**config.mk**
```make
export PLATFORM = sky130hd
export DESIGN_NAME = wb_stage_flat
export DESIGN_NICKNAME = d
export VERILOG_FILES = /design/src/rtl/wb_stage_pkg.sv /design/src/rtl/wb_stage_if.sv /design/src/rtl/wb_stage_load_align.sv /design/src/rtl/wb_stage.sv /design/src/flat_wrapper.sv
export SDC_FILE = /design/constraint.sdc
export NUM_CORES = 1
export LEC_CHECK = 0
export CORE_ASPECT_RATIO = 0.5
export CORE_MARGIN = 4
export CORE_UTILIZATION = 43
export DETAILED_ROUTE_END_ITERATION = 6
export PLACE_DENSITY_LB_ADDON = 0.2
export RECOVER_POWER = 100
export SYNTH_ARGS = -nofsm -noshare
export SYNTH_HDL_FRONTEND = slang
export SYNTH_SLANG_ARGS = --single-unit
```
**constraint.sdc**
```tcl
create_clock -name clk -period 4 [get_ports clk]
set_input_delay 0.8 -clock clk [delete_from_list [all_inputs] [get_ports clk]]
set_output_delay 0.8 -clock clk [all_outputs]
set_load 0.005 [all_outputs]
```
**src/rtl/wb_stage_pkg.sv**
```systemverilog
// Shared constants for the writeback stage: datapath widths and the
// load-type encoding used by the memory stage.
package wb_stage_pkg;

  localparam int ISA_WIDTH           = 32;
  localparam int REG_FILE_ADDR_WIDTH = 5;

  // Load encodings; codes 101..111 are reserved and behave as LOAD_LW.
  typedef enum logic [2:0] {
    LOAD_LW  = 3'b000,
    LOAD_LH  = 3'b001,
    LOAD_LHU = 3'b010,
    LOAD_LB  = 3'b011,
    LOAD_LBU = 3'b100
  } load_type_e;

  // True for the halfword loads, which need a 2-byte aligned address.
  function automatic logic is_half_load(input logic [2:0] load_type);
    return (load_type == LOAD_LH) || (load_type == LOAD_LHU);
  endfunction

endpackage

```
**src/rtl/wb_stage_if.sv**
```systemverilog
// MEM/WB bus: the memory-stage slot contents and pipeline control going
// in, register-file write port and status coming out.
//
// Handshake: there is no valid/ready pair here. mem_valid only qualifies
// the MEM slot contents; the stage never back-pressures. stall holds the
// WB register contents, flush replaces them with a bubble (flush wins).
interface wb_stage_if
  import wb_stage_pkg::*;
#(
  parameter int DATA_WIDTH = ISA_WIDTH,
  parameter int ADDR_WIDTH = REG_FILE_ADDR_WIDTH
) ();

  logic                  stall;
  logic                  flush;
  logic                  mem_valid;
  logic                  mem_reg_write;
  logic [ADDR_WIDTH-1:0] mem_reg_addr;
  logic                  mem_mem_to_reg;
  logic                  mem_link;
  logic [2:0]            mem_load_type;
  logic [1:0]            mem_byte_off;
  logic [DATA_WIDTH-1:0] mem_alu_result;
  logic [DATA_WIDTH-1:0] mem_read_data;
  logic [DATA_WIDTH-1:0] mem_pc_plus_8;

  logic                  write_en;
  logic [ADDR_WIDTH-1:0] write_reg_addr;
  logic [DATA_WIDTH-1:0] write_data;
  logic                  wb_valid;
  logic                  misalign_err;

  // Pipeline side that produces the MEM slot.
  modport master (
    output stall, flush, mem_valid, mem_reg_write, mem_reg_addr,
           mem_mem_to_reg, mem_link, mem_load_type, mem_byte_off,
           mem_alu_result, mem_read_data, mem_pc_plus_8,
    input  write_en, write_reg_addr, write_data, wb_valid, misalign_err
  );

  // The writeback stage itself.
  modport slave (
    input  stall, flush, mem_valid, mem_reg_write, mem_reg_addr,
           mem_mem_to_reg, mem_link, mem_load_type, mem_byte_off,
           mem_alu_result, mem_read_data, mem_pc_plus_8,
    output write_en, write_reg_addr, write_data, wb_valid, misalign_err
  );

endinterface

```
**src/rtl/wb_stage_load_align.sv**
```systemverilog
// Combinational load alignment: picks the addressed byte/halfword out of
// the raw little-endian memory word, extends it, and flags addresses that
// are not naturally aligned for the access size.
module wb_stage_load_align
  import wb_stage_pkg::*;
#(
  parameter int DATA_WIDTH = ISA_WIDTH
) (
  input  logic [DATA_WIDTH-1:0] raw,
  input  logic [1:0]            byte_off,
  input  logic [2:0]            load_type,
  output logic [DATA_WIDTH-1:0] data,
  output logic                  misaligned
);

  logic [7:0]  sel_byte;
  logic [15:0] sel_half;

  // Lane select, extension and alignment check.
  always_comb begin
    sel_byte   = raw[7:0];
    sel_half   = byte_off[1] ? raw[31:16] : raw[15:0];
    data       = raw;
    misaligned = 1'b0;
    case (byte_off)
      2'd0:    sel_byte = raw[7:0];
      2'd1:    sel_byte = raw[15:8];
      2'd2:    sel_byte = raw[23:16];
      default: sel_byte = raw[31:24];
    endcase
    case (load_type)
      LOAD_LB:  data = {{(DATA_WIDTH-8){sel_byte[7]}}, sel_byte};
      LOAD_LBU: data = {{(DATA_WIDTH-8){1'b0}}, sel_byte};
      LOAD_LH:  data = {{(DATA_WIDTH-16){sel_half[15]}}, sel_half};
      LOAD_LHU: data = {{(DATA_WIDTH-16){1'b0}}, sel_half};
      // LW and the reserved codes take the whole word.
      default:  data = raw;
    endcase
    if (is_half_load(load_type)) begin
      misaligned = byte_off[0];
    end else if ((load_type != LOAD_LB) && (load_type != LOAD_LBU)) begin
      misaligned = (byte_off != 2'b00);
    end
  end

endmodule

```
**src/rtl/wb_stage.sv**
```systemverilog
// MEM/WB pipeline register and writeback select. Registers the MEM slot,
// aligns loads, and drives the register-file write port. The register
// file commits on negedge, so results registered here are readable by ID
// in the second half of the same cycle.
//
// Optional feature macro: WB_RETIRE_CNT_EN adds a 32-bit retire_cnt output
// counting every posedge that loads a valid MEM slot.
//
// Note: rst_n is an active-HIGH synchronous reset; the name is historical.
module wb_stage
  import wb_stage_pkg::*;
#(
  parameter int DATA_WIDTH = ISA_WIDTH,
  parameter int ADDR_WIDTH = REG_FILE_ADDR_WIDTH
) (
  input  logic        clk,
  input  logic        rst_n,
  wb_stage_if.slave   bus
`ifdef WB_RETIRE_CNT_EN
  ,
  output logic [31:0] retire_cnt
`endif
);

  logic [DATA_WIDTH-1:0] aligned_data;
  logic                  align_mis;
  logic                  misaligned_load;
  logic [DATA_WIDTH-1:0] result;
  logic                  reg_we;

  logic                  en_r;
  logic [ADDR_WIDTH-1:0] addr_r;
  logic [DATA_WIDTH-1:0] data_r;
  logic                  valid_r;
  logic                  mis_r;

  wb_stage_load_align #(
    .DATA_WIDTH(DATA_WIDTH)
  ) u_align (
    .raw        (bus.mem_read_data),
    .byte_off   (bus.mem_byte_off),
    .load_type  (bus.mem_load_type),
    .data       (aligned_data),
    .misaligned (align_mis)
  );

  // Result select (link beats load beats ALU) and write-enable qualify.
  always_comb begin
    misaligned_load = bus.mem_mem_to_reg & align_mis;
    if (bus.mem_link) begin
      result = bus.mem_pc_plus_8;
    end else if (bus.mem_mem_to_reg) begin
      result = aligned_data;
    end else begin
      result = bus.mem_alu_result;
    end
    reg_we = bus.mem_valid & bus.mem_reg_write &
             (bus.mem_reg_addr != '0) & ~misaligned_load;
  end

  // WB register: reset > flush > stall > load.
  always_ff @(posedge clk) begin
    if (rst_n) begin
      en_r    <= 1'b0;
      addr_r  <= '0;
      data_r  <= '0;
      valid_r <= 1'b0;
      mis_r   <= 1'b0;
    end else if (bus.flush) begin
      en_r    <= 1'b0;
      addr_r  <= '0;
      data_r  <= '0;
      valid_r <= 1'b0;
      mis_r   <= 1'b0;
    end else if (bus.stall) begin
      // Hold everything, but drop the error so it stays a single pulse.
      mis_r   <= 1'b0;
    end else begin
      en_r    <= reg_we;
      addr_r  <= bus.mem_reg_addr;
      data_r  <= result;
      valid_r <= bus.mem_valid;
      mis_r   <= misaligned_load;
    end
  end

`ifdef WB_RETIRE_CNT_EN
  logic [31:0] cnt_r;

  // Count retiring instructions: only loading posedges with a valid slot.
  always_ff @(posedge clk) begin
    if (rst_n) begin
      cnt_r <= '0;
    end else if (!bus.flush && !bus.stall && bus.mem_valid) begin
      cnt_r <= cnt_r + 32'd1;
    end
  end

  assign retire_cnt = cnt_r;
`endif

  assign bus.write_en       = en_r;
  assign bus.write_reg_addr = addr_r;
  assign bus.write_data     = data_r;
  assign bus.wb_valid       = valid_r;
  assign bus.misalign_err   = mis_r;

endmodule

```
**src/flat_wrapper.sv**
```systemverilog
// flat-port wrapper written by rule: the top's interface ports become plain ports
module wb_stage_flat import wb_stage_pkg::*;
#(
  parameter int DATA_WIDTH = ISA_WIDTH,
  parameter int ADDR_WIDTH = REG_FILE_ADDR_WIDTH
)
  (clk, rst_n, bus_stall, bus_flush, bus_mem_valid, bus_mem_reg_write, bus_mem_reg_addr, bus_mem_mem_to_reg, bus_mem_link, bus_mem_load_type, bus_mem_byte_off, bus_mem_alu_result, bus_mem_read_data, bus_mem_pc_plus_8, bus_write_en, bus_write_reg_addr, bus_write_data, bus_wb_valid, bus_misalign_err);
  wb_stage_if #(.DATA_WIDTH(DATA_WIDTH), .ADDR_WIDTH(ADDR_WIDTH)) bus_i ();
  input  logic clk;
  input  logic rst_n;
  input wire logic [$bits(bus_i.stall)-1:0] bus_stall;
  input wire logic [$bits(bus_i.flush)-1:0] bus_flush;
  input wire logic [$bits(bus_i.mem_valid)-1:0] bus_mem_valid;
  input wire logic [$bits(bus_i.mem_reg_write)-1:0] bus_mem_reg_write;
  input wire logic [$bits(bus_i.mem_reg_addr)-1:0] bus_mem_reg_addr;
  input wire logic [$bits(bus_i.mem_mem_to_reg)-1:0] bus_mem_mem_to_reg;
  input wire logic [$bits(bus_i.mem_link)-1:0] bus_mem_link;
  input wire logic [$bits(bus_i.mem_load_type)-1:0] bus_mem_load_type;
  input wire logic [$bits(bus_i.mem_byte_off)-1:0] bus_mem_byte_off;
  input wire logic [$bits(bus_i.mem_alu_result)-1:0] bus_mem_alu_result;
  input wire logic [$bits(bus_i.mem_read_data)-1:0] bus_mem_read_data;
  input wire logic [$bits(bus_i.mem_pc_plus_8)-1:0] bus_mem_pc_plus_8;
  output wire logic [$bits(bus_i.write_en)-1:0] bus_write_en;
  output wire logic [$bits(bus_i.write_reg_addr)-1:0] bus_write_reg_addr;
  output wire logic [$bits(bus_i.write_data)-1:0] bus_write_data;
  output wire logic [$bits(bus_i.wb_valid)-1:0] bus_wb_valid;
  output wire logic [$bits(bus_i.misalign_err)-1:0] bus_misalign_err;
  assign bus_i.stall = bus_stall;
  assign bus_i.flush = bus_flush;
  assign bus_i.mem_valid = bus_mem_valid;
  assign bus_i.mem_reg_write = bus_mem_reg_write;
  assign bus_i.mem_reg_addr = bus_mem_reg_addr;
  assign bus_i.mem_mem_to_reg = bus_mem_mem_to_reg;
  assign bus_i.mem_link = bus_mem_link;
  assign bus_i.mem_load_type = bus_mem_load_type;
  assign bus_i.mem_byte_off = bus_mem_byte_off;
  assign bus_i.mem_alu_result = bus_mem_alu_result;
  assign bus_i.mem_read_data = bus_mem_read_data;
  assign bus_i.mem_pc_plus_8 = bus_mem_pc_plus_8;
  assign bus_write_en = bus_i.write_en;
  assign bus_write_reg_addr = bus_i.write_reg_addr;
  assign bus_write_data = bus_i.write_data;
  assign bus_wb_valid = bus_i.wb_valid;
  assign bus_misalign_err = bus_i.misalign_err;
  wb_stage #(.DATA_WIDTH(DATA_WIDTH), .ADDR_WIDTH(ADDR_WIDTH)) u_core (.clk(clk), .rst_n(rst_n), .bus(bus_i));
endmodule
```
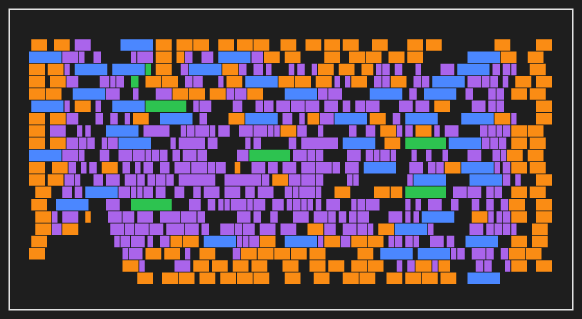
*Placed cells, one colour a class*
Blue shows flip-flops, cells 40, share of their area 18%. Purple shows all other logic, cells 316, share of their area 44%. Orange shows other buffers and delay cells, cells 160, share of their area 35%. Green shows clock drivers and dummy loads, cells 7, share of their area 3.0%.
num rows: 20
Design Area, Final: 4564 um^2
post-layout util: 72.38%
core footprint: 6306 um^2
register share of the cell area: 17.54%

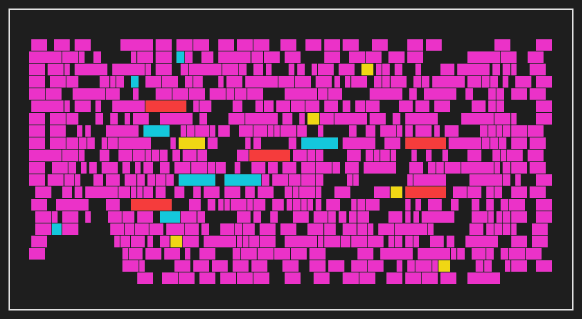
*Drive-strength map*
Magenta shows drive 1 or less, cells 504, share 96%, most used clkdlybuf4s50_1. Yellow shows drive 3 to 4, cells 6, share 1.1%, most used buf_4. Cyan shows drive 2, cells 8, share 1.5%, most used mux4_2. Red shows drive 6 and up, cells 5, share 0.96%, most used clkbuf_16.
layout overhead on the synthesized area: 56.63%
Final WS setup: 0.7413 ns
non-clock buffer total of the final layout: 160

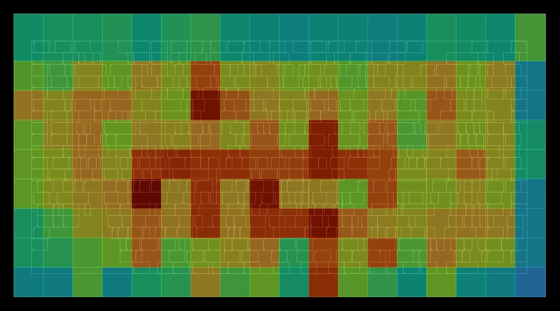
*Track usage over the die*
M1 GR Usage: 34.33%
grt met2 use: 42.27%
GRT Total Usage: 26.07%
grt peak-use layer: met2

==> impl_metrics.ini <==
; synthesis and place-and-route metrics
[clock_tree]
clock-sinks = 40
cts_hold_buf = 0
post_cts_resized = 0
post-cts-setup-buffer-count = 0
root_buffer = clkbuf_16
cts_tree = yes
clock_latency_ns = 0.28

[routing]
detail_route.wl_per_cell_um = 18.16
met2_wirelength_um = 5034
drc = 0
wl_met3_um = 1165
via_count = 3659

[logic_synthesis]
yosys_area_um2 = 2914
synth_flops = 40
ys_cells = 391
postSynthSeqShare_pct = 27.48
yosys.cell_types.count = 47

[worst_setup_path]
start_kind = input port
cp-end-kind = flop
critPathMaxFanout = 17
path_class = input port to flop

[place]
place_area_um2 = 4456
pre_cts_slack_ns = 0.8078
place_hpwl_um = 8374
portBuffers = 153
gp_congestion = 0.9698

[grt]
grt_max_degree = 44
grt_pass1_wl_um = 17450
grt_pass1_vias = 3430

[final_layout]
final_nets = 637
diodes = 0
layoutNonFillerInstCount = 611
drive_above_1_share_pct = 3.633

[sta]
rsz0062_at_grt = no
hold_viol = 0
relSlewSlack_pct = 44.11

[power]
leakage_uw = 0.001746
power_density_nw_per_um2 = 257.3

[job]
cap_violations = 0

[status]
status = finished clean

[floorplan]
die_h_um = 66.21
io-pin-count = 154

[worst_hold_path]
hold_class = flop to flop
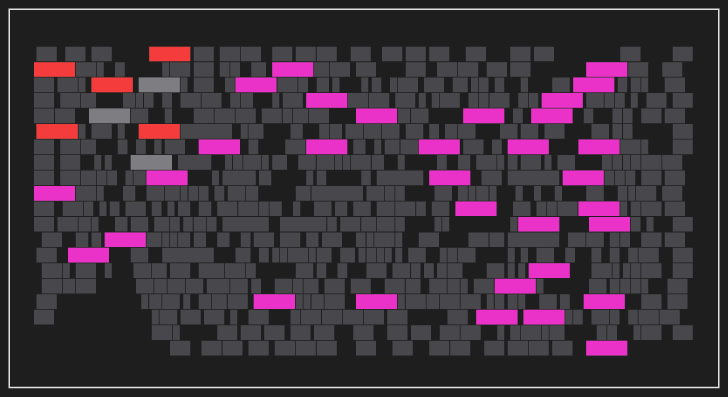
*Where the registers sit*
Other sequential cells in the stronger grey, the rest of the logic in the fainter grey.
Magenta shows u_core.bus.write_data, sequential cells 32. Red shows u_core.bus.write_reg_addr, sequential cells 5, where top left.
Another 3 sequential cells are not coloured.
sequential cell area: 800.8 um^2
Flop+latch power: 421 uW

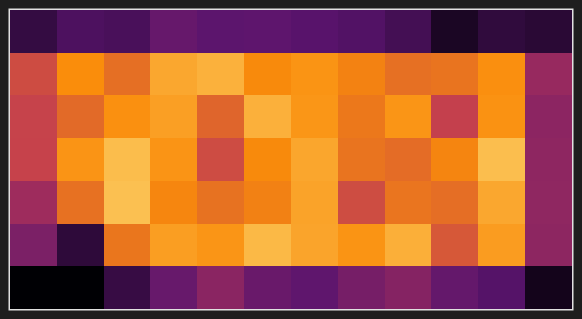
*Local utilization*
12 x 7 tiles, from black (low) to pale yellow (high), 0 to 100% covered.
31% of the tiles are over 75% full. The emptiest ninth of the die: bottom left. The fullest tile reaches 86%. The mean over all tiles is 54%.
FP Core Util: 46.21%

[flip-flops by register name (all words and copies together) (netlist names)]
name,cells
u_core.bus.write_en,1
u_core.bus.write_data,32
u_core.bus.write_reg_addr,5
u_core.bus.wb_valid,1
u_core.bus.misalign_err,1
[final timing paths]
check,start,to,slack (ns),cells after the start
setup / recovery,bus_mem_byte_off[1],u_core.bus.write_data[3]$_SDFFE_PP0N_,0.74,7
hold / removal,u_core.bus.write_en$_SDFFE_PP0N_,u_core.bus.write_en$_SDFFE_PP0N_,0.47,2
setup reg to reg,u_core.bus.write_data[4]$_SDFFE_PP0N_,u_core.bus.write_data[4]$_SDFFE_PP0N_,2.99,4
hold reg to reg,u_core.bus.write_en$_SDFFE_PP0N_,u_core.bus.write_en$_SDFFE_PP0N_,0.47,2
[cell type report]
cell class                      instances  area, um^2  share of cell area (%)
Timing Repair Buffer                  160        1572                   34.43
Tap cell                               88       110.1                   2.412
Sequential cell                        40       800.8                   17.54
Inverter                               12       45.04                  0.9868
Multi-Input combinational cell        304        1903                   41.69
Clock buffer                            6       128.9                   2.823
Clock inverter                          1       5.005                  0.1096
[worst max-delay path, stage by stage]
cell	delay [ns]
dlygate4sd3_1	0.82
clkbuf_1	0.55
nor2_1	0.27
a221o_1	0.35
a22o_1	0.24
a211oi_1	0.27
o22ai_1	0.10
[report_power, final]
group | switching [uW] | internal [uW] | leakage, uW
Clock | 160 | 227 | 0.0000667
Sequential | 6.96 | 414 | 0.000326
Combinational | 175 | 193 | 0.00135
Total | 341 | 833 | 0.00175
[cell usage in the layout, fill, tap and decap left out, types with 3 or more instances in the layout]
master           instances
a31oi_1                  3
dfxtp_1                 40
maj3_1                   3
o22ai_1                 10
nor3_1                  10
nand2_1                 51
a221oi_1                13
nor2_1                  23
a22oi_1                  5
nor2b_1                 14
mux4_2                   3
a22o_1                   4
a311oi_1                25
a21oi_1                 48
dlygate4sd3_1           43
inv_1                   12
buf_4                    5
clkdlybuf4s50_1        109
nand2b_1                 3
clkbuf_16                5
o21a_1                   3
a221o_1                  4
mux2i_1                 12
o21ai_0                 40
clkbuf_1                 3
[cell usage after synthesis, drive strengths merged, types with 4 or more instances]
cell type	instances	area share (%)
nand2	51	6.6
a21oi	49	8.8
dfxtp	40	27
o21ai	40	6.9
a311oi	25	7.5
nor2	23	3.0
clkbuf	21	2.7
buf	14	2.6
nor2b	14	3.0
a221oi	13	3.9
inv	12	1.5
mux2i	12	4.1
nor3	10	1.7
o22ai	10	2.1
a22oi	5	1.3
a221o	4	1.4
a22o	4	1.2
[through the flow]
step	utilization [%]	power (uW)	hold WS (ns)
floorplan	-	604.8	0.4575
global placement	70.65	796.5	0.4492
detailed placement	70.65	799.8	0.4762
CTS	72.78	1185	0.4893
global route	72.38	1227	0.5134
finish	72.38	1175	0.4750
[per-layer routing]
metal,up-vias,global-route usage [%]
li1,1743,-
met5,-,0
met1,1694,34.33
met2,206,42.27
met3,16,8.387
met4,0,5.191
[cell families after synthesis]
kind of cell    count (synthesis)  synth area share [%]
compound gates                170                 39.16
simple gates                  114                 18.42
buf+inv                        47                 6.870
flops                          40                 27.48
mux                            15                 6.441
fa+ha+maj                       3                 1.031
xor+xnor                        2                0.6012
Power is estimated from default activity; no workload was simulated.
